==> config.mk <==
export PLATFORM = sky130hd
export DESIGN_NAME = axil_uart_regs_flat
export DESIGN_NICKNAME = d
export VERILOG_FILES = /design/src/rtl/axil_uart_pkg.sv /design/src/rtl/axil_uart_if.sv /design/src/rtl/axil_uart_fifo.sv /design/src/rtl/axil_uart_regs.sv /design/src/flat_wrapper.sv
export SDC_FILE = /design/constraint.sdc
export NUM_CORES = 1
export LEC_CHECK = 0
export CORE_ASPECT_RATIO = 1.1
export CORE_MARGIN = 4
export CORE_UTILIZATION = 30
export CTS_CLUSTER_SIZE = 8
export DETAILED_ROUTE_END_ITERATION = 12
export SETUP_SLACK_MARGIN = 0.3
export SYNTH_ARGS = -nofsm -noshare
export SYNTH_HDL_FRONTEND = slang
export SYNTH_SLANG_ARGS = --single-unit
==> constraint.sdc <==
create_clock -name clock -period 6 [get_ports clock]
set_clock_uncertainty 0.05 [all_clocks]
set_input_delay 0.6 -clock clock [delete_from_list [all_inputs] [get_ports clock]]
set_output_delay 0.6 -clock clock [all_outputs]
set_load 0.01 [all_outputs]
==> src/rtl/axil_uart_pkg.sv <==
// Shared constants and types for the UART AXI4-Lite register bank.
package axil_uart_pkg;

    // Register word indices (address bits [4:2])
    localparam logic [2:0] REG_RXDATA = 3'd0;
    localparam logic [2:0] REG_TXDATA = 3'd1;
    localparam logic [2:0] REG_BAUD   = 3'd2;
    localparam logic [2:0] REG_CTRL   = 3'd3;
    localparam logic [2:0] REG_STATUS = 3'd4;

    // CTRL bit positions
    localparam int CTRL_TX_EN     = 8;
    localparam int CTRL_RX_EN     = 9;
    localparam int CTRL_RX_IRQ_EN = 10;
    localparam int CTRL_TX_IRQ_EN = 11;
    localparam int CTRL_WIDTH     = 12;

    // STATUS bit positions
    localparam int ST_RX_EMPTY     = 0;
    localparam int ST_RX_FULL      = 1;
    localparam int ST_TX_EMPTY     = 2;
    localparam int ST_TX_FULL      = 3;
    localparam int ST_RX_OVERRUN   = 4;
    localparam int ST_RX_COUNT_LSB = 16;

    // Reset values: 8 data bits, 1 stop, no parity, everything disabled
    localparam logic [CTRL_WIDTH-1:0] CTRL_RESET = 12'h008;

    localparam logic [1:0] RESP_OKAY   = 2'b00;
    localparam logic [1:0] RESP_SLVERR = 2'b10;

    typedef enum logic { W_IDLE, W_RESP } w_state_t;
    typedef enum logic { R_IDLE, R_RESP } r_state_t;

endpackage

==> src/rtl/axil_uart_if.sv <==
// AXI4-Lite bus bundle between the interconnect and the UART register bank.
interface axil_uart_if #(
    parameter int P_ADDR_WIDTH = 16,
    parameter int P_DATA_WIDTH = 32
);
    logic [P_ADDR_WIDTH-1:0]   awaddr;
    logic                      awvalid;
    logic                      awready;
    logic [P_DATA_WIDTH-1:0]   wdata;
    logic [P_DATA_WIDTH/8-1:0] wstrb;
    logic                      wvalid;
    logic                      wready;
    logic [1:0]                bresp;
    logic                      bvalid;
    logic                      bready;
    logic [P_ADDR_WIDTH-1:0]   araddr;
    logic                      arvalid;
    logic                      arready;
    logic [P_DATA_WIDTH-1:0]   rdata;
    logic [1:0]                rresp;
    logic                      rvalid;
    logic                      rready;

    modport master (
        output awaddr, awvalid, wdata, wstrb, wvalid, bready, araddr, arvalid, rready,
        input  awready, wready, bresp, bvalid, arready, rdata, rresp, rvalid
    );

    modport slave (
        input  awaddr, awvalid, wdata, wstrb, wvalid, bready, araddr, arvalid, rready,
        output awready, wready, bresp, bvalid, arready, rdata, rresp, rvalid
    );
endinterface

==> src/rtl/axil_uart_fifo.sv <==
// First-word-fall-through FIFO; head is valid whenever not empty.
// A push on a full FIFO is accepted only if a pop frees a slot in the same cycle.
module axil_uart_fifo #(
    parameter int P_WIDTH = 8,
    parameter int P_DEPTH = 16
) (
    input  logic                       clock,
    input  logic                       reset,
    input  logic                       push,
    input  logic [P_WIDTH-1:0]         push_data,
    input  logic                       pop,
    output logic [P_WIDTH-1:0]         head,
    output logic [$clog2(P_DEPTH):0]   count,
    output logic                       full,
    output logic                       empty
);
    localparam int PW = $clog2(P_DEPTH);
    localparam logic [PW-1:0] PTR_ONE   = 1;
    localparam logic [PW:0]   CNT_ONE   = 1;
    localparam logic [PW:0]   CNT_DEPTH = P_DEPTH;

    logic [P_WIDTH-1:0] mem [P_DEPTH];
    logic [PW-1:0]      wr_ptr;
    logic [PW-1:0]      rd_ptr;
    logic               do_push;
    logic               do_pop;

    assign empty   = (count == '0);
    assign full    = (count == CNT_DEPTH);
    assign do_pop  = pop & ~empty;
    assign do_push = push & (~full | do_pop);
    assign head    = mem[rd_ptr];

    // Storage array, no reset needed: contents are qualified by count
    always_ff @(posedge clock) begin
        if (do_push) begin
            mem[wr_ptr] <= push_data;
        end
    end

    // Pointers and occupancy
    always_ff @(posedge clock or posedge reset) begin
        if (reset) begin
            wr_ptr <= '0;
            rd_ptr <= '0;
            count  <= '0;
        end else begin
            if (do_push) wr_ptr <= wr_ptr + PTR_ONE;
            if (do_pop)  rd_ptr <= rd_ptr + PTR_ONE;
            case ({do_push, do_pop})
                2'b10:   count <= count + CNT_ONE;
                2'b01:   count <= count - CNT_ONE;
                default: count <= count;
            endcase
        end
    end
endmodule

==> src/rtl/axil_uart_regs.sv <==
// AXI4-Lite register front end for the UART: TX/RX FIFOs, baud/frame config,
// status with sticky overrun, and a registered level interrupt.
module axil_uart_regs
    import axil_uart_pkg::*;
#(
    parameter int P_S_AXI_ADDR_WIDTH = 16,
    parameter int P_S_AXI_DATA_WIDTH = 32,
    parameter int P_TX_DEPTH         = 16,
    parameter int P_RX_DEPTH         = 16,
    parameter int P_CHAR_WIDTH       = 8,
    parameter int P_DEFAULT_DIV      = 868
) (
    input  logic                    clock,
    input  logic                    reset,
    axil_uart_if.slave              s_axi,
    output logic                    o_tx_valid,
    output logic [P_CHAR_WIDTH-1:0] o_tx_data,
    input  logic                    i_tx_ready,
    input  logic                    i_rx_valid,
    input  logic [P_CHAR_WIDTH-1:0] i_rx_data,
    output logic [23:0]             o_div_num,
    output logic [3:0]              o_data_bit,
    output logic [1:0]              o_stop_bit,
    output logic [1:0]              o_check_bit,
    output logic                    o_rts,
    output logic                    o_irq
);
    localparam int AW   = P_S_AXI_ADDR_WIDTH;
    localparam int TXCW = $clog2(P_TX_DEPTH) + 1;
    localparam int RXCW = $clog2(P_RX_DEPTH) + 1;
    localparam logic [RXCW-1:0] RTS_LEVEL = RXCW'(P_RX_DEPTH - 1);

    w_state_t w_state, w_next;
    r_state_t r_state, r_next;

    logic                  ready_en;
    logic                  aw_held, w_held;
    logic [AW-1:0]         aw_addr_q;
    logic [31:0]           w_data_q;
    logic [3:0]            w_strb_q;
    logic                  aw_fire, w_fire, ar_fire;
    logic [AW-1:0]         wr_addr;
    logic [31:0]           wr_data;
    logic [3:0]            wr_strb;
    logic                  wr_commit, wr_mapped, rd_mapped;
    logic [2:0]            wr_idx, rd_idx;
    logic [1:0]            bresp_q, rresp_q, wr_resp;
    logic [31:0]           rdata_q, rd_word;

    logic [23:0]           div_q;
    logic [CTRL_WIDTH-1:0] ctrl_q;
    logic                  rx_overrun, irq_q;

    logic                    tx_push_req, tx_push, tx_pop, tx_full, tx_empty;
    logic [TXCW-1:0]         tx_count;
    logic                    rx_push, rx_pop, rx_full, rx_empty, rx_ovr_set, rx_ovr_clr;
    logic [RXCW-1:0]         rx_count;
    logic [P_CHAR_WIDTH-1:0] rx_head;

    // Only offsets 0x00..0x10 exist; any higher address bit makes it unmapped
    function automatic logic addr_mapped(input logic [AW-1:0] a);
        return ((a >> 5) == '0) && (a[4:2] <= REG_STATUS);
    endfunction

    // ---------------- write channel ----------------
    assign s_axi.awready = ready_en & ~aw_held & (w_state == W_IDLE);
    assign s_axi.wready  = ready_en & ~w_held  & (w_state == W_IDLE);
    assign s_axi.bvalid  = (w_state == W_RESP);
    assign s_axi.bresp   = bresp_q;

    assign aw_fire   = s_axi.awvalid & s_axi.awready;
    assign w_fire    = s_axi.wvalid  & s_axi.wready;
    assign wr_addr   = aw_held ? aw_addr_q : s_axi.awaddr;
    assign wr_data   = w_held  ? w_data_q  : s_axi.wdata[31:0];
    assign wr_strb   = w_held  ? w_strb_q  : s_axi.wstrb[3:0];
    assign wr_commit = (w_state == W_IDLE) & (aw_held | aw_fire) & (w_held | w_fire);
    assign wr_mapped = addr_mapped(wr_addr);
    assign wr_idx    = wr_addr[4:2];

    assign tx_push_req = wr_commit & wr_mapped & (wr_idx == REG_TXDATA) & wr_strb[0];
    assign tx_push     = tx_push_req & ~tx_full;
    assign wr_resp     = (!wr_mapped || (tx_push_req && tx_full)) ? RESP_SLVERR : RESP_OKAY;

    // Write FSM state register
    always_ff @(posedge clock or posedge reset) begin
        if (reset) w_state <= W_IDLE;
        else       w_state <= w_next;
    end

    // Write FSM next state: commit once both halves are present, hold response until bready
    always_comb begin
        w_next = w_state;
        case (w_state)
            W_IDLE:  if (wr_commit)    w_next = W_RESP;
            W_RESP:  if (s_axi.bready) w_next = W_IDLE;
            default: w_next = W_IDLE;
        endcase
    end

    // Ready enable plus independent AW/W capture and response latch
    always_ff @(posedge clock or posedge reset) begin
        if (reset) begin
            ready_en  <= 1'b0;
            aw_held   <= 1'b0;
            w_held    <= 1'b0;
            aw_addr_q <= '0;
            w_data_q  <= '0;
            w_strb_q  <= '0;
            bresp_q   <= RESP_OKAY;
        end else begin
            ready_en <= 1'b1;
            if (wr_commit) begin
                aw_held <= 1'b0;
                w_held  <= 1'b0;
                bresp_q <= wr_resp;
            end else begin
                if (aw_fire) begin
                    aw_held   <= 1'b1;
                    aw_addr_q <= s_axi.awaddr;
                end
                if (w_fire) begin
                    w_held   <= 1'b1;
                    w_data_q <= s_axi.wdata[31:0];
                    w_strb_q <= s_axi.wstrb[3:0];
                end
            end
        end
    end

    // Configuration registers with per-lane byte strobes
    always_ff @(posedge clock or posedge reset) begin
        if (reset) begin
            div_q  <= 24'(P_DEFAULT_DIV);
            ctrl_q <= CTRL_RESET;
        end else if (wr_commit && wr_mapped) begin
            if (wr_idx == REG_BAUD) begin
                for (int i = 0; i < 3; i++) begin
                    if (wr_strb[i]) div_q[8*i +: 8] <= wr_data[8*i +: 8];
                end
            end
            if (wr_idx == REG_CTRL) begin
                if (wr_strb[0]) ctrl_q[7:0]  <= wr_data[7:0];
                if (wr_strb[1]) ctrl_q[11:8] <= wr_data[11:8];
            end
        end
    end

    // ---------------- read channel ----------------
    assign s_axi.arready = ready_en & (r_state == R_IDLE);
    assign s_axi.rvalid  = (r_state == R_RESP);
    assign s_axi.rresp   = rresp_q;
    assign ar_fire       = s_axi.arvalid & s_axi.arready;
    assign rd_mapped     = addr_mapped(s_axi.araddr);
    assign rd_idx        = s_axi.araddr[4:2];
    assign rx_pop        = ar_fire & rd_mapped & (rd_idx == REG_RXDATA) & ~rx_empty;

    // Zero-extend the 32-bit register word onto wider buses
    always_comb begin
        s_axi.rdata       = '0;
        s_axi.rdata[31:0] = rdata_q;
    end

    // Read FSM state register
    always_ff @(posedge clock or posedge reset) begin
        if (reset) r_state <= R_IDLE;
        else       r_state <= r_next;
    end

    // Read FSM next state
    always_comb begin
        r_next = r_state;
        case (r_state)
            R_IDLE:  if (ar_fire)      r_next = R_RESP;
            R_RESP:  if (s_axi.rready) r_next = R_IDLE;
            default: r_next = R_IDLE;
        endcase
    end

    // Read mux from pre-edge state, so a concurrent write is not visible yet
    always_comb begin
        rd_word = '0;
        if (rd_mapped) begin
            case (rd_idx)
                REG_RXDATA: begin
                    if (rx_empty) rd_word[31] = 1'b1;
                    else          rd_word[P_CHAR_WIDTH-1:0] = rx_head;
                end
                REG_BAUD:   rd_word[23:0] = div_q;
                REG_CTRL:   rd_word[CTRL_WIDTH-1:0] = ctrl_q;
                REG_STATUS: begin
                    rd_word[ST_RX_EMPTY]   = rx_empty;
                    rd_word[ST_RX_FULL]    = rx_full;
                    rd_word[ST_TX_EMPTY]   = tx_empty;
                    rd_word[ST_TX_FULL]    = tx_full;
                    rd_word[ST_RX_OVERRUN] = rx_overrun;
                    rd_word[ST_RX_COUNT_LSB +: 8] = 8'(rx_count);
                end
                default: rd_word = '0;
            endcase
        end
    end

    // Registered read response
    always_ff @(posedge clock or posedge reset) begin
        if (reset) begin
            rdata_q <= '0;
            rresp_q <= RESP_OKAY;
        end else if (ar_fire) begin
            rdata_q <= rd_word;
            rresp_q <= rd_mapped ? RESP_OKAY : RESP_SLVERR;
        end
    end

    // ---------------- FIFOs, overrun, interrupt ----------------
    assign tx_pop     = o_tx_valid & i_tx_ready;
    assign o_tx_valid = ctrl_q[CTRL_TX_EN] & ~tx_empty;
    assign rx_push    = i_rx_valid & ctrl_q[CTRL_RX_EN] & (~rx_full | rx_pop);
    assign rx_ovr_set = i_rx_valid & ctrl_q[CTRL_RX_EN] & rx_full & ~rx_pop;
    assign rx_ovr_clr = wr_commit & wr_mapped & (wr_idx == REG_STATUS) & wr_strb[0]
                      & wr_data[ST_RX_OVERRUN];

    axil_uart_fifo #(.P_WIDTH(P_CHAR_WIDTH), .P_DEPTH(P_TX_DEPTH)) u_tx_fifo (
        .clock(clock), .reset(reset),
        .push(tx_push), .push_data(wr_data[P_CHAR_WIDTH-1:0]),
        .pop(tx_pop), .head(o_tx_data),
        .count(tx_count), .full(tx_full), .empty(tx_empty)
    );

    axil_uart_fifo #(.P_WIDTH(P_CHAR_WIDTH), .P_DEPTH(P_RX_DEPTH)) u_rx_fifo (
        .clock(clock), .reset(reset),
        .push(rx_push), .push_data(i_rx_data),
        .pop(rx_pop), .head(rx_head),
        .count(rx_count), .full(rx_full), .empty(rx_empty)
    );

    // Sticky overrun (a new overrun wins over a same-cycle clear) and registered irq
    always_ff @(posedge clock or posedge reset) begin
        if (reset) begin
            rx_overrun <= 1'b0;
            irq_q      <= 1'b0;
        end else begin
            rx_overrun <= rx_ovr_set | (rx_overrun & ~rx_ovr_clr);
            irq_q      <= (ctrl_q[CTRL_RX_IRQ_EN] & (~rx_empty | rx_overrun))
                        | (ctrl_q[CTRL_TX_IRQ_EN] & tx_empty);
        end
    end

    assign o_div_num   = div_q;
    assign o_data_bit  = ctrl_q[3:0];
    assign o_stop_bit  = ctrl_q[5:4];
    assign o_check_bit = ctrl_q[7:6];
    assign o_rts       = (rx_count >= RTS_LEVEL);
    assign o_irq       = irq_q;
endmodule

==> src/flat_wrapper.sv <==
// flat-port wrapper written by rule: the top's interface ports become plain ports
module axil_uart_regs_flat import axil_uart_pkg::*;
#(
    parameter int P_S_AXI_ADDR_WIDTH = 16,
    parameter int P_S_AXI_DATA_WIDTH = 32,
    parameter int P_TX_DEPTH         = 16,
    parameter int P_RX_DEPTH         = 16,
    parameter int P_CHAR_WIDTH       = 8,
    parameter int P_DEFAULT_DIV      = 868
)
  (clock, reset, o_tx_valid, o_tx_data, i_tx_ready, i_rx_valid, i_rx_data, o_div_num, o_data_bit, o_stop_bit, o_check_bit, o_rts, o_irq, s_axi_awaddr, s_axi_awvalid, s_axi_wdata, s_axi_wstrb, s_axi_wvalid, s_axi_bready, s_axi_araddr, s_axi_arvalid, s_axi_rready, s_axi_awready, s_axi_wready, s_axi_bresp, s_axi_bvalid, s_axi_arready, s_axi_rdata, s_axi_rresp, s_axi_rvalid);
  axil_uart_if #(.P_ADDR_WIDTH(16), .P_DATA_WIDTH(32)) s_axi_i ();
  input  logic clock;
  input  logic reset;
  output logic o_tx_valid;
  output logic [P_CHAR_WIDTH-1:0] o_tx_data;
  input  logic i_tx_ready;
  input  logic i_rx_valid;
  input  logic [P_CHAR_WIDTH-1:0] i_rx_data;
  output logic [23:0] o_div_num;
  output logic [3:0] o_data_bit;
  output logic [1:0] o_stop_bit;
  output logic [1:0] o_check_bit;
  output logic o_rts;
  output logic o_irq;
  input wire logic [$bits(s_axi_i.awaddr)-1:0] s_axi_awaddr;
  input wire logic [$bits(s_axi_i.awvalid)-1:0] s_axi_awvalid;
  input wire logic [$bits(s_axi_i.wdata)-1:0] s_axi_wdata;
  input wire logic [$bits(s_axi_i.wstrb)-1:0] s_axi_wstrb;
  input wire logic [$bits(s_axi_i.wvalid)-1:0] s_axi_wvalid;
  input wire logic [$bits(s_axi_i.bready)-1:0] s_axi_bready;
  input wire logic [$bits(s_axi_i.araddr)-1:0] s_axi_araddr;
  input wire logic [$bits(s_axi_i.arvalid)-1:0] s_axi_arvalid;
  input wire logic [$bits(s_axi_i.rready)-1:0] s_axi_rready;
  output wire logic [$bits(s_axi_i.awready)-1:0] s_axi_awready;
  output wire logic [$bits(s_axi_i.wready)-1:0] s_axi_wready;
  output wire logic [$bits(s_axi_i.bresp)-1:0] s_axi_bresp;
  output wire logic [$bits(s_axi_i.bvalid)-1:0] s_axi_bvalid;
  output wire logic [$bits(s_axi_i.arready)-1:0] s_axi_arready;
  output wire logic [$bits(s_axi_i.rdata)-1:0] s_axi_rdata;
  output wire logic [$bits(s_axi_i.rresp)-1:0] s_axi_rresp;
  output wire logic [$bits(s_axi_i.rvalid)-1:0] s_axi_rvalid;
  assign s_axi_i.awaddr = s_axi_awaddr;
  assign s_axi_i.awvalid = s_axi_awvalid;
  assign s_axi_i.wdata = s_axi_wdata;
  assign s_axi_i.wstrb = s_axi_wstrb;
  assign s_axi_i.wvalid = s_axi_wvalid;
  assign s_axi_i.bready = s_axi_bready;
  assign s_axi_i.araddr = s_axi_araddr;
  assign s_axi_i.arvalid = s_axi_arvalid;
  assign s_axi_i.rready = s_axi_rready;
  assign s_axi_awready = s_axi_i.awready;
  assign s_axi_wready = s_axi_i.wready;
  assign s_axi_bresp = s_axi_i.bresp;
  assign s_axi_bvalid = s_axi_i.bvalid;
  assign s_axi_arready = s_axi_i.arready;
  assign s_axi_rdata = s_axi_i.rdata;
  assign s_axi_rresp = s_axi_i.rresp;
  assign s_axi_rvalid = s_axi_i.rvalid;
  axil_uart_regs #(.P_S_AXI_ADDR_WIDTH(P_S_AXI_ADDR_WIDTH), .P_S_AXI_DATA_WIDTH(P_S_AXI_DATA_WIDTH), .P_TX_DEPTH(P_TX_DEPTH), .P_RX_DEPTH(P_RX_DEPTH), .P_CHAR_WIDTH(P_CHAR_WIDTH), .P_DEFAULT_DIV(P_DEFAULT_DIV)) u_core (.clock(clock), .reset(reset), .s_axi(s_axi_i), .o_tx_valid(o_tx_valid), .o_tx_data(o_tx_data), .i_tx_ready(i_tx_ready), .i_rx_valid(i_rx_valid), .i_rx_data(i_rx_data), .o_div_num(o_div_num), .o_data_bit(o_data_bit), .o_stop_bit(o_stop_bit), .o_check_bit(o_check_bit), .o_rts(o_rts), .o_irq(o_irq));
endmodule
Fig. 1: run 1, local utilization
23 x 25 tiles, from white (low) to dark blue (high), 0 to 100% covered.
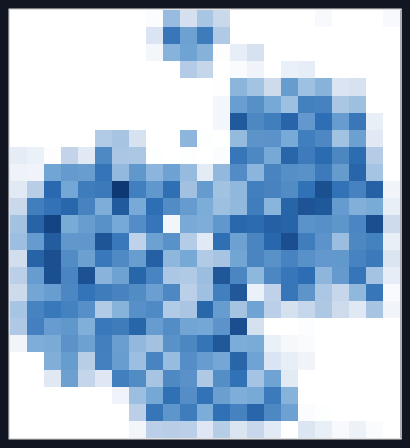
- tiles over 75% full: 7.1%
- fullest tile: 97%
- nearly empty tiles: 33%
- mean over tiles: 33%
- emptiest ninth of the die: top left

Fig. 2: run 1, routing congestion
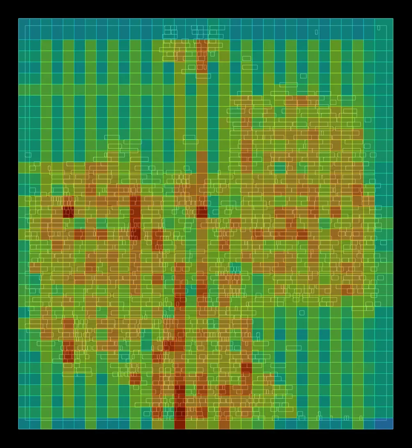
global-route met3 utilization: 3.52%
most utilized layer in the global route result: met2
final cell utilization of the core: 37.3%

==> impl_results.html, run 1 <==
<h2>Implementation results</h2>
<table>
<tr><th>Metric</th><th>Value</th></tr>
<tr><th colspan="2">Worst setup path</th></tr>
<tr><td>Launch point of the worst reg-to-reg path</td><td>u_core.w_held</td></tr>
<tr><td>Startpoint class of the critical path</td><td>register</td></tr>
<tr><td>Destination of the worst register-to-register timing path</td><td>u_core.u_tx_fifo.count[4]</td></tr>
<tr><td>Bufs and invs on worst path</td><td>1</td></tr>
<tr><td>Gate family responsible for the most delay along the worst path</td><td>simple AND/OR/NAND/NOR gates</td></tr>
<tr><td>WP data required</td><td>about 6.5 ns</td></tr>
<tr><td>Launching element of the worst setup path</td><td>u_core.w_held</td></tr>
<tr><td>Type of element capturing the critical path</td><td>register</td></tr>
<tr><td>Slowest stage delay, CP</td><td>0.98 ns</td></tr>
<tr><th colspan="2">Logic synthesis</th></tr>
<tr><td>Most frequent cell after synthesis</td><td>sky130_fd_sc_hd__edfxtp_1</td></tr>
<tr><td>Commonest cells post-synth</td><td>sky130_fd_sc_hd__edfxtp_1, sky130_fd_sc_hd__dfrtp_1, sky130_fd_sc_hd__mux4_2</td></tr>
<tr><td>Post-synth ARST share</td><td>34.9%</td></tr>
<tr><td>Most used DFF post-synth</td><td>sky130_fd_sc_hd__edfxtp_1</td></tr>
<tr><td>Proportion of netlist area held by the largest area contributor</td><td>between 40% and 50%</td></tr>
<tr><th colspan="2">Timing</th></tr>
<tr><td>Worst rel slew slack</td><td>a little over a third</td></tr>
<tr><td>Final hold violation count</td><td>0</td></tr>
<tr><td>Post-Route Setup TNS</td><td>0 ns</td></tr>
<tr><td>Transition time of the tightest slew-check pin</td><td>between 0.9 and 1 ns</td></tr>
<tr><td>Minimum setup slack in the final design</td><td>approximately 1.9 ns</td></tr>
<tr><th colspan="2">Finish</th></tr>
<tr><td>Area used by multi-input combinational logic</td><td>between 5000 and 6000 um^2</td></tr>
<tr><td>Post-route non-filler standard cell count</td><td>1917</td></tr>
<tr><td>Final cell area excluding filler cells</td><td>~20000 um^2</td></tr>
<tr><td>Relative area change from synthesis to final layout</td><td>23.2%</td></tr>
<tr><td>Clock buffer count in the final layout</td><td>102</td></tr>
<tr><td>Top cell class by occupied area</td><td>registers</td></tr>
<tr><th colspan="2">Floorplan</th></tr>
<tr><td>Num rows</td><td>roughly 90</td></tr>
<tr><td>Core utilization at floorplan</td><td>between 30 and 40%</td></tr>
<tr><td>Tap Count</td><td>around 740</td></tr>
<tr><th colspan="2">Route</th></tr>
<tr><td>Initial DRC count</td><td>577</td></tr>
<tr><td>Metal-1 WL</td><td>17100 um</td></tr>
<tr><td>DRT antenna net count</td><td>0</td></tr>
<tr><td>Highest layer used for signal routing</td><td>met5</td></tr>
<tr><td>Total via count in the routed design</td><td>roughly 9100</td></tr>
<tr><th colspan="2">Power and ir drop</th></tr>
<tr><td>Sequential-cell power consumption</td><td>roughly 3.3 mW</td></tr>
<tr><td>Dominant power group</td><td>sequential cells</td></tr>
<tr><td>Fraction of power spent switching nets</td><td>a little under a quarter</td></tr>
<tr><td>Clock distribution power</td><td>approximately 3 mW</td></tr>
<tr><th colspan="2">Global route</th></tr>
<tr><td>Initial antenna violation count</td><td>2</td></tr>
<tr><td>Via count of the first global-routing pass</td><td>about 9700</td></tr>
<tr><th colspan="2">Clock tree</th></tr>
<tr><td>Clk Latency, worst-skew pair</td><td>between 0.5 and 0.6 ns</td></tr>
<tr><th colspan="2">Place</th></tr>
<tr><td>Cell area after placement</td><td>18800 um^2</td></tr>
<tr><th colspan="2">Outcome</th></tr>
<tr><td>Run status</td><td>finished clean</td></tr>
</table>
Fig. 3: run 1, M2 wires
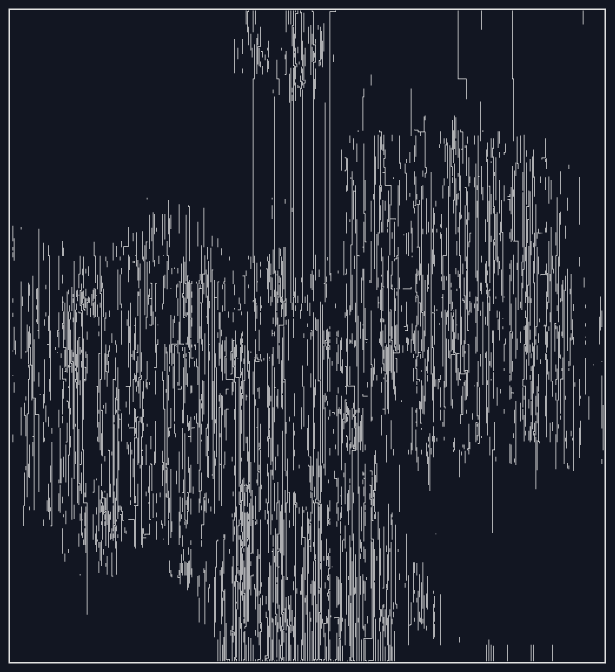
- wire length on this layer: 20.2 mm
- nets with wire on the layer: 1095
- longest straight run: 103 um
- share of all routed wire: 50%
- main direction: vertical

Fig. 4: run 1, logic cells by family
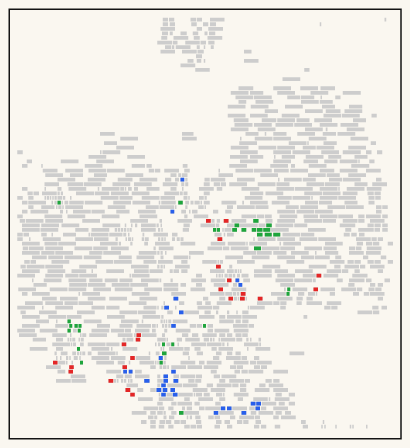
- AND and OR gates: green (cells 32; most used and2_1)
- AND-OR and OR-AND gates: blue (cells 29; most used a22o_1; where bottom middle)
- XOR/XNOR gates: red (cells 23; most used xnor2_1)

--- run 2 (diff from run 1) ---
clock period = 3.9 ns   (was 6 ns; I/O delays follow)
Fig. 5: run 2, routing congestion
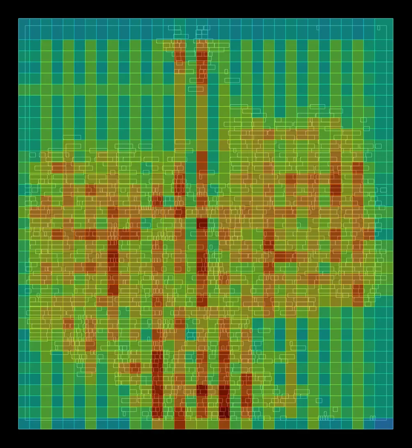
Total GRT Usage: 13.8%
final cell utilization of the core: 37.5%
global-route met3 utilization: 3.35%
met2 global-route usage: 23.4%

Fig. 6: run 2, logic cells by family
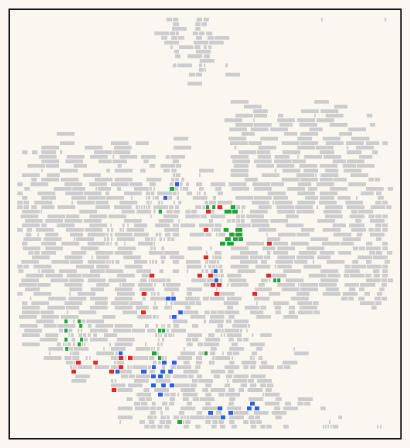
- XOR/XNOR gates: red (cells 23; most used xnor2_1)
- AND and OR gates: green (cells 32; most used and2_1)
- AND-OR and OR-AND gates: blue (cells 29; most used a22o_1; where bottom middle)

==> run 2 against run 1 <==
  * Synthesized area is the same
  * First-iteration DRC count up 4.3%
  * Clock power rose by 52%
  * Hold slack worse by 0.21 ns
  * Cell area up 0.48%
  * Critical path depth is 9 lower
  * Critical endpoint is now o_tx_data[0]
  * Highest routed layer unchanged
==> impl_results.html, run 2 <==
<h2>Implementation results</h2>
<table>
<tr><th>Metric</th><th>Value</th></tr>
<tr><th colspan="2">Route</th></tr>
<tr><td>Highest layer used for signal routing</td><td>met5</td></tr>
<tr><td>Total via count in the routed design</td><td>~9000</td></tr>
<tr><td>Initial DRC count</td><td>roughly 600</td></tr>
<tr><td>DRT antenna net count</td><td>0</td></tr>
<tr><td>Drt total wl</td><td>between 40000 and 50000 um</td></tr>
<tr><td>Metal-1 WL</td><td>approximately 17000 um</td></tr>
<tr><td>Total met3 wirelength after detailed routing</td><td>~2500 um</td></tr>
<tr><td>First-pass DRT Iterations</td><td>6</td></tr>
<tr><th colspan="2">Power and ir drop</th></tr>
<tr><td>Power consumption</td><td>10.4 mW</td></tr>
<tr><td>Clock distribution power</td><td>approximately 4.5 mW</td></tr>
<tr><td>Cell Int Power</td><td>about 8 mW</td></tr>
<tr><td>Sequential-cell power consumption</td><td>between 4 and 5 mW</td></tr>
<tr><td>Fraction of power spent switching nets</td><td>about a quarter</td></tr>
<tr><td>VDD IR-drop max</td><td>~410 uV</td></tr>
<tr><td>Combinational power share</td><td>approximately 9.0%</td></tr>
<tr><td>Combinational-cell power consumption</td><td>approximately 0.94 mW</td></tr>
<tr><td>Dominant power group</td><td>sequential cells</td></tr>
<tr><td>Power per cell area</td><td>about 500 nW/um^2</td></tr>
<tr><td>Flop pwr share</td><td>48.1%</td></tr>
<tr><th colspan="2">Finish</th></tr>
<tr><td>Final cell area excluding filler cells</td><td>20500 um^2</td></tr>
<tr><td>Comb area share</td><td>~25%</td></tr>
<tr><td>Top Layout Cells</td><td>sky130_fd_sc_hd__edfxtp_1, sky130_fd_sc_hd__clkdlybuf4s50_1, sky130_fd_sc_hd__dfrtp_1</td></tr>
<tr><td>Post-route non-filler standard cell count</td><td>1932</td></tr>
<tr><td>Data-path buffer share of cell area in the final layout</td><td>between 8 and 9%</td></tr>
<tr><td>Fraction of final layout cells sized beyond drive strength 1</td><td>approximately a fifth</td></tr>
<tr><td>Layout sequential cell count</td><td>393</td></tr>
<tr><td>Commonest Layout Cell</td><td>sky130_fd_sc_hd__edfxtp_1</td></tr>
<tr><td>Area used by multi-input combinational logic</td><td>roughly 5100 um^2</td></tr>
<tr><td>Clock buffer count in the final layout</td><td>about 100</td></tr>
<tr><td>Relative area change from synthesis to final layout</td><td>23.8%</td></tr>
<tr><td>Count of non-CTS buffers in the layout</td><td>~170</td></tr>
<tr><td>Top cell class by occupied area</td><td>registers</td></tr>
<tr><th colspan="2">Timing</th></tr>
<tr><td>Worst rel slew slack</td><td>between 30% and 40%</td></tr>
<tr><td>Share of the clock period used by the worst path after layout</td><td>a little over four fifths</td></tr>
<tr><td>Highest Clock Rate</td><td>between 300 and 400 MHz</td></tr>
<tr><td>Minimum setup slack in the final design</td><td>between 0.5 and 0.6 ns</td></tr>
<tr><td>Transition time of the tightest slew-check pin</td><td>0.992 ns</td></tr>
<tr><td>Final worst hold slack</td><td>about 0.22 ns</td></tr>
<tr><td>Final hold violation count</td><td>0</td></tr>
<tr><td>Post-Route Setup TNS</td><td>0 ns</td></tr>
<tr><th colspan="2">Clock tree</th></tr>
<tr><td>Post-CTS resize count</td><td>0</td></tr>
<tr><td>Cts bufs inserted</td><td>between 50 and 60</td></tr>
<tr><td>Sinks on Clock Net</td><td>393</td></tr>
<tr><td>Clock root cell</td><td>sky130_fd_sc_hd__clkbuf_16</td></tr>
<tr><td>Clk Latency, worst-skew pair</td><td>roughly 0.60 ns</td></tr>
<tr><th colspan="2">Global route</th></tr>
<tr><td>Most utilized layer in the global route result</td><td>met2</td></tr>
<tr><td>Initial antenna violation count</td><td>6</td></tr>
<tr><td>Remaining global-route overflow</td><td>0</td></tr>
<tr><td>Via count of the first global-routing pass</td><td>~9700</td></tr>
<tr><th colspan="2">Logic synthesis</th></tr>
<tr><td>Most used DFF post-synth</td><td>sky130_fd_sc_hd__edfxtp_1</td></tr>
<tr><td>Post-synthesis xor/xnor area fraction</td><td>1.21%</td></tr>
<tr><td>Post-synthesis instance area</td><td>about 17000 um^2</td></tr>
<tr><td>Total of warnings raised by yosys</td><td>0</td></tr>
<tr><td>Yosys-reported design area after synthesis</td><td>~17000 um^2</td></tr>
<tr><td>Cells after synthesis</td><td>approximately 970</td></tr>
<tr><td>Most frequent cell after synthesis</td><td>sky130_fd_sc_hd__edfxtp_1</td></tr>
<tr><td>Proportion of netlist area held by the largest area contributor</td><td>between 40% and 50%</td></tr>
<tr><td>Post-synthesis sequential area ratio</td><td>between 60 and 70%</td></tr>
<tr><td>Multiplexer share of the synthesized area</td><td>18.4%</td></tr>
<tr><td>Commonest cells post-synth</td><td>sky130_fd_sc_hd__edfxtp_1, sky130_fd_sc_hd__dfrtp_1, sky130_fd_sc_hd__mux4_2</td></tr>
<tr><td>Post-synth ARST share</td><td>34.9%</td></tr>
<tr><td>Average cell area after synthesis</td><td>17.1 um^2</td></tr>
<tr><td>Synthesized flop and latch total</td><td>393</td></tr>
<tr><td>AND-OR/OR-AND Cells, Area Fraction</td><td>3.81%</td></tr>
<tr><th colspan="2">Floorplan</th></tr>
<tr><td>Tap Count</td><td>736</td></tr>
<tr><td>I/O pin count</td><td>about 170</td></tr>
<tr><td>Num rows</td><td>around 90</td></tr>
<tr><td>Core utilization at floorplan</td><td>30.3%</td></tr>
<tr><td>Placeable core area</td><td>between 50000 and 60000 um^2</td></tr>
<tr><th colspan="2">Worst setup path</th></tr>
<tr><td>Bufs and invs on worst path</td><td>2</td></tr>
<tr><td>Destination of the worst register-to-register timing path</td><td>u_core.u_tx_fifo.count[4]</td></tr>
<tr><td>Arrival time of the worst setup path</td><td>between 2 and 3 ns</td></tr>
<tr><td>Number of cells on the critical path</td><td>4</td></tr>
<tr><td>Slowest stage delay, CP</td><td>slightly below 0.6 ns</td></tr>
<tr><td>Launching element of the worst setup path</td><td>u_core.u_tx_fifo.rd_ptr[0]</td></tr>
<tr><td>Worst path most repeated cell</td><td>sky130_fd_sc_hd__mux4_2</td></tr>
<tr><td>Startpoint class of the critical path</td><td>register</td></tr>
<tr><td>Gate family responsible for the most delay along the worst path</td><td>multiplexers</td></tr>
<tr><td>Launch point of the worst reg-to-reg path</td><td>u_core.aw_held</td></tr>
<tr><td>WP data required</td><td>3.46 ns</td></tr>
<tr><td>Type of element capturing the critical path</td><td>output pin</td></tr>
<tr><th colspan="2">Job</th></tr>
<tr><td>Max-capacitance violation count</td><td>0</td></tr>
<tr><td>Tool warning count</td><td>roughly 46</td></tr>
<tr><th colspan="2">Place</th></tr>
<tr><td>Cell area after placement</td><td>about 19000 um^2</td></tr>
<tr><td>Routability congestion estimate</td><td>~0.80</td></tr>
<tr><td>Setup slack after placement</td><td>0.309 ns</td></tr>
<tr><td>DP HPWL</td><td>about 28000 um</td></tr>
<tr><th colspan="2">Outcome</th></tr>
<tr><td>Run status</td><td>finished clean</td></tr>
<tr><th colspan="2">Min path</th></tr>
<tr><td>Tightest Hold Check Type</td><td>in -&gt; async</td></tr>
</table>
Fig. 7: run 2, signal wires by layer
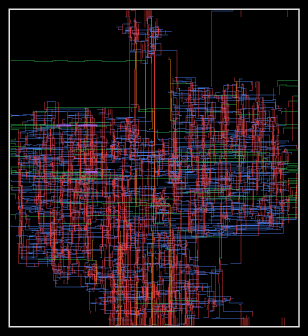
- met5: purple (wire length 31.3 um)
- met4: orange (wire length 1060 um)
- met3: green (wire length 2500 um)
- met2: red (wire length 20.5 mm)
- met1: blue (wire length 17000 um)

--- run 3 (diff from run 2) ---
clock period = 2.8 ns   (was 3.9 ns; I/O delays follow)
Fig. 8: run 3, routing congestion
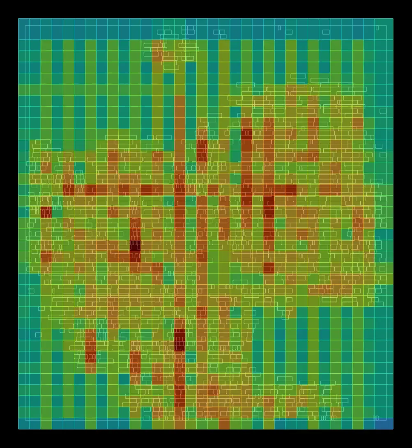
final routed wire length divided by cell count: 21.4 um
final cell utilization of the core: 40.0%
met2 global-route usage: 24.6%
Total GRT Usage: 14.6%

Fig. 9: run 3, logic cells by family
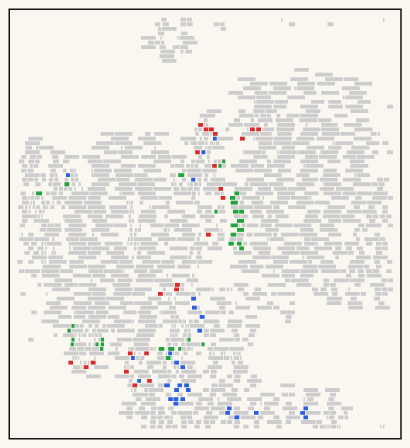
- XOR/XNOR gates: red (cells 23; most used xnor2_1)
- AND-OR and OR-AND gates: blue (cells 29; most used a22o_1)
- AND and OR gates: green (cells 32; most used and2_1)

==> run 3 against run 2 <==
  * The run now ends with negative setup slack left
  * Register-to-register slack got worse by 0.55 ns
  * Sequential power rose by 39%
  * Total power rose by 42%
  * Die size did not move
  * Sequential share of layout area fell by 3.4 points
  * Cell area rose by 6.7%
  * Count of clock-buffer cells in the layout fell by 2
==> impl_results.html, run 3 <==
<h2>Implementation results</h2>
<table>
<tr><th>Metric</th><th>Value</th></tr>
<tr><th colspan="2">Outcome</th></tr>
<tr><td>Run status</td><td>complete, but fails checks</td></tr>
<tr><td>Violations in the final reports</td><td>negative setup slack</td></tr>
<tr><th colspan="2">Global route</th></tr>
<tr><td>Global-route met3 utilization</td><td>under 10%</td></tr>
<tr><td>Via count of the first global-routing pass</td><td>slightly above 10000</td></tr>
<tr><td>Most utilized layer in the global route result</td><td>met2</td></tr>
<tr><th colspan="2">Logic synthesis</th></tr>
<tr><td>Most used DFF post-synth</td><td>sky130_fd_sc_hd__edfxtp_1</td></tr>
<tr><td>Commonest cells post-synth</td><td>sky130_fd_sc_hd__edfxtp_1, sky130_fd_sc_hd__dfrtp_1, sky130_fd_sc_hd__mux4_2</td></tr>
<tr><td>Multiplexer share of the synthesized area</td><td>between 10% and 20%</td></tr>
<tr><td>Post-synth ARST share</td><td>between 30% and 40%</td></tr>
<tr><td>Yosys-reported design area after synthesis</td><td>~17000 um^2</td></tr>
<tr><td>Post-synthesis instance area</td><td>between 15000 and 20000 um^2</td></tr>
<tr><td>Total of warnings raised by yosys</td><td>0</td></tr>
<tr><td>Synthesized flop and latch total</td><td>393</td></tr>
<tr><td>Proportion of netlist area held by the largest area contributor</td><td>between 40% and 50%</td></tr>
<tr><td>Average cell area after synthesis</td><td>~17 um^2</td></tr>
<tr><th colspan="2">Worst setup path</th></tr>
<tr><td>Launch point of the worst reg-to-reg path</td><td>u_core.aw_held</td></tr>
<tr><td>Destination of the worst register-to-register timing path</td><td>u_core.u_tx_fifo.count[4]</td></tr>
<tr><td>Slowest stage delay, CP</td><td>roughly 0.54 ns</td></tr>
<tr><td>WP data required</td><td>between 2 and 2.5 ns</td></tr>
<tr><td>Number of cells on the critical path</td><td>5</td></tr>
<tr><td>Launching element of the worst setup path</td><td>u_core.u_tx_fifo.rd_ptr[0]</td></tr>
<tr><td>Arrival time of the worst setup path</td><td>~2.5 ns</td></tr>
<tr><td>Gate family responsible for the most delay along the worst path</td><td>multiplexers</td></tr>
<tr><th colspan="2">Route</th></tr>
<tr><td>Total met3 wirelength after detailed routing</td><td>approximately 2600 um</td></tr>
<tr><td>Initial DRC count</td><td>roughly 710</td></tr>
<tr><td>Highest layer used for signal routing</td><td>met4</td></tr>
<tr><td>Drt total wl</td><td>43500 um</td></tr>
<tr><th colspan="2">Finish</th></tr>
<tr><td>Data-path buffer share of cell area in the final layout</td><td>between 10% and 20%</td></tr>
<tr><td>Fraction of final layout cells sized beyond drive strength 1</td><td>29.0%</td></tr>
<tr><td>Commonest Layout Cell</td><td>sky130_fd_sc_hd__edfxtp_1</td></tr>
<tr><td>Relative area change from synthesis to final layout</td><td>32.1%</td></tr>
<tr><td>Top Layout Cells</td><td>sky130_fd_sc_hd__edfxtp_1, sky130_fd_sc_hd__clkdlybuf4s50_1, sky130_fd_sc_hd__dfrtp_1</td></tr>
<tr><td>Post-route non-filler standard cell count</td><td>between 2000 and 2500</td></tr>
<tr><td>Area used by multi-input combinational logic</td><td>roughly 5300 um^2</td></tr>
<tr><td>Final cell area excluding filler cells</td><td>about 22000 um^2</td></tr>
<tr><td>Clock buffer count in the final layout</td><td>just under 100</td></tr>
<tr><th colspan="2">Power and ir drop</th></tr>
<tr><td>Dominant power group</td><td>sequential cells</td></tr>
<tr><td>Power consumption</td><td>between 10 and 15 mW</td></tr>
<tr><td>Flop pwr share</td><td>47.0%</td></tr>
<tr><td>Sequential-cell power consumption</td><td>about 6.9 mW</td></tr>
<tr><td>Power per cell area</td><td>670 nW/um^2</td></tr>
<tr><td>Clock distribution power</td><td>around 6.2 mW</td></tr>
<tr><td>VDD IR-drop max</td><td>about 420 uV</td></tr>
<tr><td>Combinational power share</td><td>between 10% and 20%</td></tr>
<tr><td>Combinational-cell power consumption</td><td>1.58 mW</td></tr>
<tr><th colspan="2">Clock tree</th></tr>
<tr><td>Clock root cell</td><td>sky130_fd_sc_hd__clkbuf_16</td></tr>
<tr><td>Clk Latency, worst-skew pair</td><td>about 0.6 ns</td></tr>
<tr><td>Cts bufs inserted</td><td>about 55</td></tr>
<tr><td>Sinks on Clock Net</td><td>just under 400</td></tr>
<tr><td>Post-CTS resize count</td><td>approximately 62</td></tr>
<tr><th colspan="2">Floorplan</th></tr>
<tr><td>Tap Count</td><td>736</td></tr>
<tr><td>Placeable core area</td><td>54800 um^2</td></tr>
<tr><td>I/O pin count</td><td>169</td></tr>
<tr><th colspan="2">Place</th></tr>
<tr><td>Setup slack after placement</td><td>-0.208 ns</td></tr>
<tr><td>DP HPWL</td><td>approximately 30000 um</td></tr>
<tr><td>Cell area after placement</td><td>between 15000 and 20000 um^2</td></tr>
<tr><td>Routability congestion estimate</td><td>0.827</td></tr>
<tr><th colspan="2">Timing</th></tr>
<tr><td>Final hold violation count</td><td>0</td></tr>
<tr><td>Final setup viols</td><td>2</td></tr>
<tr><td>Minimum setup slack in the final design</td><td>-0.0323 ns</td></tr>
<tr><td>Highest Clock Rate</td><td>353 MHz</td></tr>
<tr><td>Transition time of the tightest slew-check pin</td><td>about 0.68 ns</td></tr>
<tr><td>Worst rel slew slack</td><td>a little over half</td></tr>
<tr><th colspan="2">Job</th></tr>
<tr><td>Max-capacitance violation count</td><td>0</td></tr>
</table>
Fig. 10: run 3, M2 wires
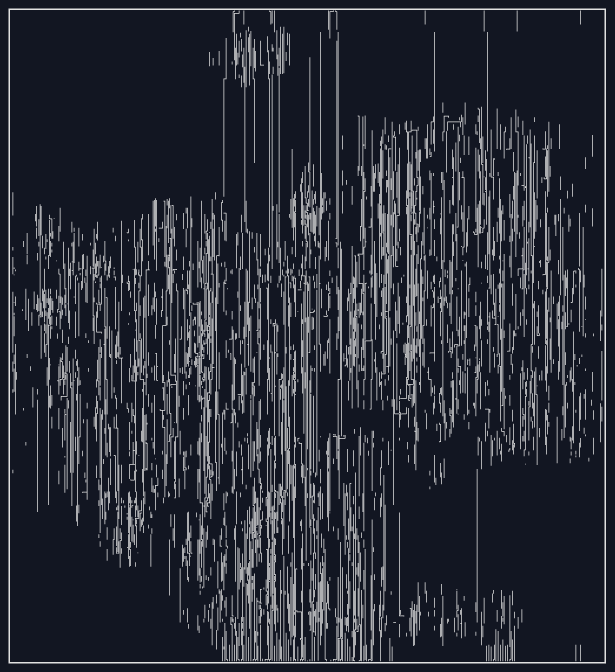
- wire length on this layer: 21.5 mm
- nets with wire on the layer: 1232

Power is estimated from default activity; no workload was simulated.
